Figure 1. Wiring by layer.
Only two layers are drawn.
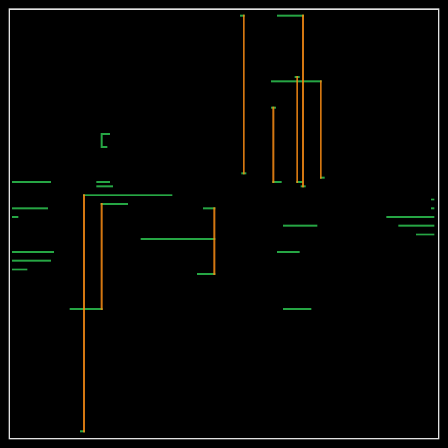
Figure 2. Met4 routing.
Bar = 20 um.
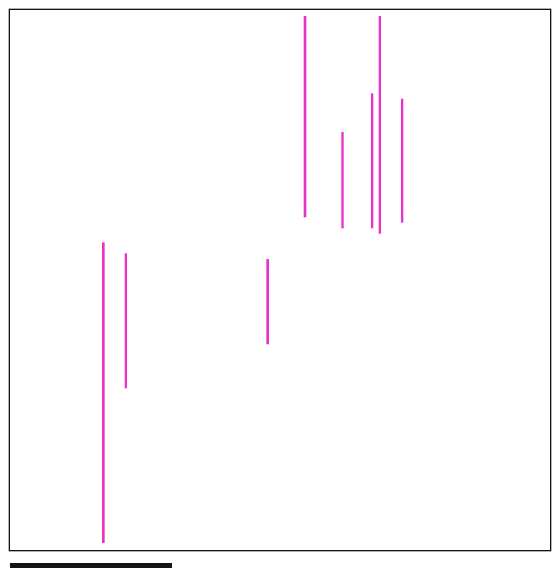
Figure 3. Gate-type map.
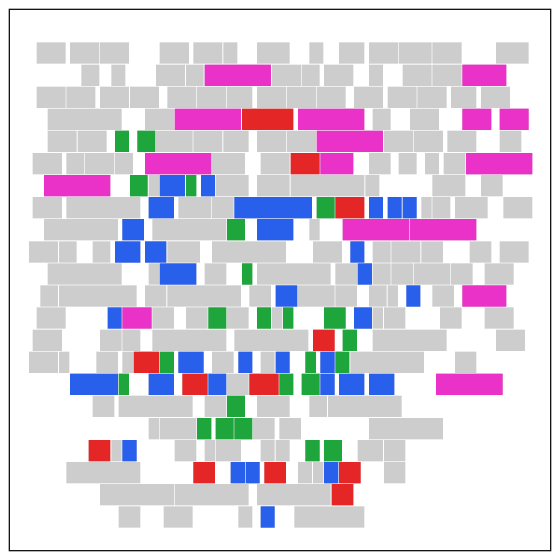
Figure 4. Sequential cells colored by netlist name.
Bar = 20 um. Other sequential cells in the stronger gray, the rest of the logic in the fainter gray.
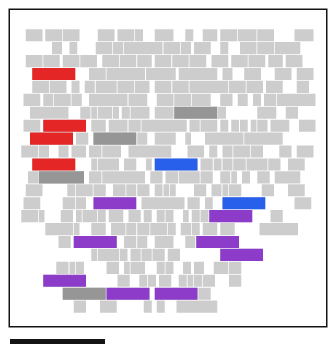
Figure 5. Congestion heat map.
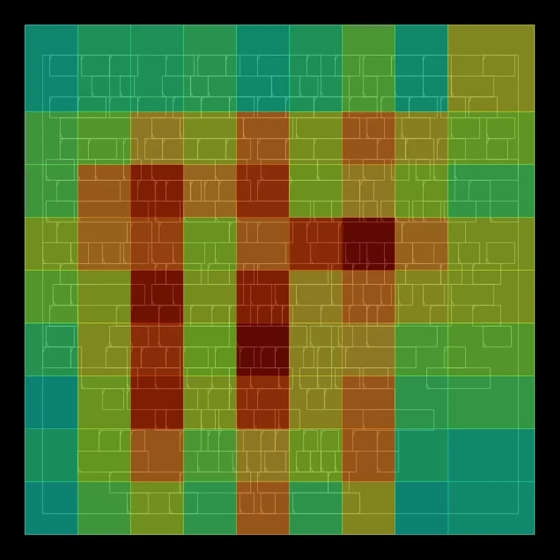
==> config.mk <==
export PLATFORM = sky130hd
export DESIGN_NAME = uart_tx_arbiter
export DESIGN_NICKNAME = d
export VERILOG_FILES = /design/src/rtl/uart_tx_arbiter.sv
export SDC_FILE = /design/constraint.sdc
export NUM_CORES = 1
export LEC_CHECK = 0
export ABC_CLOCK_PERIOD_IN_PS = 1950
export CAP_MARGIN = 5
export CORE_MARGIN = 2
export CORE_UTILIZATION = 39
export CTS_BUF_LIST = sky130_fd_sc_hd__clkbuf_16
export DETAILED_ROUTE_END_ITERATION = 10
export PLACE_DENSITY = 0.79
export SYNTH_ARGS = -nofsm -noshare
export SYNTH_HDL_FRONTEND = slang
export SYNTH_SLANG_ARGS = --single-unit
==> constraint.sdc <==
create_clock -name clk -period 1.95 [get_ports clk]
set_clock_uncertainty 0.2 [all_clocks]
set_input_delay 0.195 -clock clk [delete_from_list [all_inputs] [get_ports clk]]
set_output_delay 0.195 -clock clk [all_outputs]
set_load 0.01 [all_outputs]
==> job_summary.md <==
## PnR job results

| Metric | Value |
|---|---|
| Failing checks | negative setup slack |
| Synth Area in Adders | 0.0164 |
| Count leader, synth | dfrtp_1 |
| Top logic family | simple AND/OR/NAND/NOR gates |
| Area fraction in compound gates | 0.213 |
| Post-detail-place hpwl | 3870 um |
| # DRC | 0 |
| Post-synth mux share | 0.178 |
| Area leader share | 0.296 |
| Placer Congestion | 0.794 |
| R2R Setup Slk | -0.01 ns |
| Critical path type | reg -> out |
| Syn_nets | 206 |
| Skew-Pair Late Insertion Delay | 0.25 ns |
| Final setup fails | 6 |
| CTS Sinks | 18 |
| Period minus WS final | 1.98 ns |
| CTS Buf Count | 3 |
| Multi-input logic area | 1070 um2 |
| Final period utilization | 1.01 |
| Worst setup EP type | output pin |
| Slowest CP cell | mux4_2 |
| Core Util at FP | 0.410 |
| Fin Hold WS | 0.0666 ns |
| Status | finished with violations |
| Mapped Cells | 161 |
| Setup ws final | -0.0277 ns |
| Clock power frac | 0.128 |
| Ys cells | 161 |
| Leading cell types by count after synthesis | 18 x dfrtp_1, 10 x and2_1, 10 x o21ai_0, 8 x mux4_2, 8 x nand3_1 |
| Clock root buffer | clkbuf_16 |
| Max FFs per register | 8 |
| Vias in the first global route | 1,695 |
| Yosys synthesis chip area | 1520 um2 |
| Final Hold Vio Count | 0 |
| Worst VDD drop | 0.803 mV |
| Max Clock Freq | 506 MHz |
| Net Sw Frac | 0.385 |
| PwrDens | 1240 nW/um2 |
| Synth Seq Share | 0.296 |
| Mapped cell area | 1520 um2 |
| GRT overflow | 0 |
| Mean Syn Cell Area | 9.47 um2 |
| Most used cell, CP | buf_6 |
| First-pass GRT wire length | 7990 um |
| Most common reg cell | dfrtp_1 |
| Distinct lib cells used | 48 |
| Cell area leaders | dfrtp_1 30%, mux4_2 12%, and2_1 4.1% |
Notes on Figure 1 above:
Key: met4 = orange [wire length 157 um]; met3 = green [wire length 114 um]
All-Layer GR Usage: 0.238
drt total wl: 5280 um
DR WL/cell: 17.6 um

Notes on Figure 2 above:
The wires run mostly vertical. The longest straight run is 36.7 um.
Via Count: 1,707

Notes on Figure 3 above:
Key: multiplexers = magenta [cells 16, most used mux4_2]; inverting AOI/OAI gates = blue [cells 33, most used o21ai_0]; NAND gates = green [cells 24, most used nand3_1]; AND-OR and OR-AND gates = red [cells 12, most used a21o_1]
Top cell excl fill/tap: clkdlybuf4s50_1
fin cells: 300
Comb/total area: 0.415

Notes on Figure 4 above:
Key: `grant` = red [flops 4, where left middle]; `ptr_q` = blue [flops 2]; `stall_q` = purple [flops 8]
Core Util, Final: 0.695
Seq power: 581 uW
sequential share of cell area: 0.175
register area: 452 um2

Notes on Figure 5 above:
M3 GR Usage: 0.0270
GRT busiest layer: met2
GR Util met2: 0.390
routing usage on met1: 0.313

==> per-layer routing <==
layer / wire length [um] / part of all wire
met1: 2310 / 0.44
met2: 2700 / 0.51
met3: 114 / 0.022
met4: 157 / 0.030
met5: 0 / 0
==> worst max-delay path: cells and delay by family, from the launching register on <==
family,cells,cell delay (ns)
buffers and inverters,2,0.28
flip-flops,1,0.38
multiplexers,1,0.52
AND/OR/NAND/NOR,1,0.15
==> power by group through the flow <==
stage	clock, uW	sequential [uW]	combinational [uW]
final	410	581	2210
after global routing	439	591	2380
after CTS	408	580	2100
after detailed placement	0	588	2000
after global placement	0	579	1960
after floorplan	0	592	1110
==> placed cells by master, fill, tap and decap left out, types with 5 or more instances in the layout <==
master,netlist,layout
nor2_1,7,7
mux4_2,8,8
nand4_1,7,7
a21oi_1,7,7
nand2_1,5,5
buf_4,0,30
o21ai_0,10,8
inv_1,6,6
dfrtp_1,18,17
and2_1,10,6
nand3_1,8,8
clkdlybuf4s50_1,0,51
buf_2,4,6
nor3_1,5,5
buf_6,2,11
and3_1,5,5
==> area by class of cell <==
cell class | count | share of cell area
tap | 48 | 0.0232
sequential | 18 | 0.175
clock buffer | 3 | 0.0291
inverter | 6 | 0.00872
multi-input combinational | 126 | 0.415
timing repair buffer | 99 | 0.349
==> stage by stage <==
step,setup slack (ns),util,instances,power (uW)
final,-0.0277,0.695,300,3200
after global routing,-0.0858,0.695,300,3410
after CTS,-0.0846,0.680,300,3090
after detailed placement,-0.190,0.646,293,2590
after global placement,-0.142,0.646,293,2540
after floorplan,0.0861,-,161,1700
==> cell families (layout without fill, tap and decap cells) <==
logic type | after synthesis | after routing
adders and majority gates | 2 | 2
buffers and inverters | 17 | 108
AOI/OAI and AO/OA | 45 | 45
and+or+nand+nor | 63 | 63
DFF | 18 | 18
muxes | 16 | 16
==> repair_timing <==
action / CTS / global route
gates resized: 47 / 20
pin swaps: 4 / 8
cloned: 2 / 0
buffers inserted: 2 / 2
setup endpoints to repair: 13 / 28
Power and IR drop assume default switching activity.
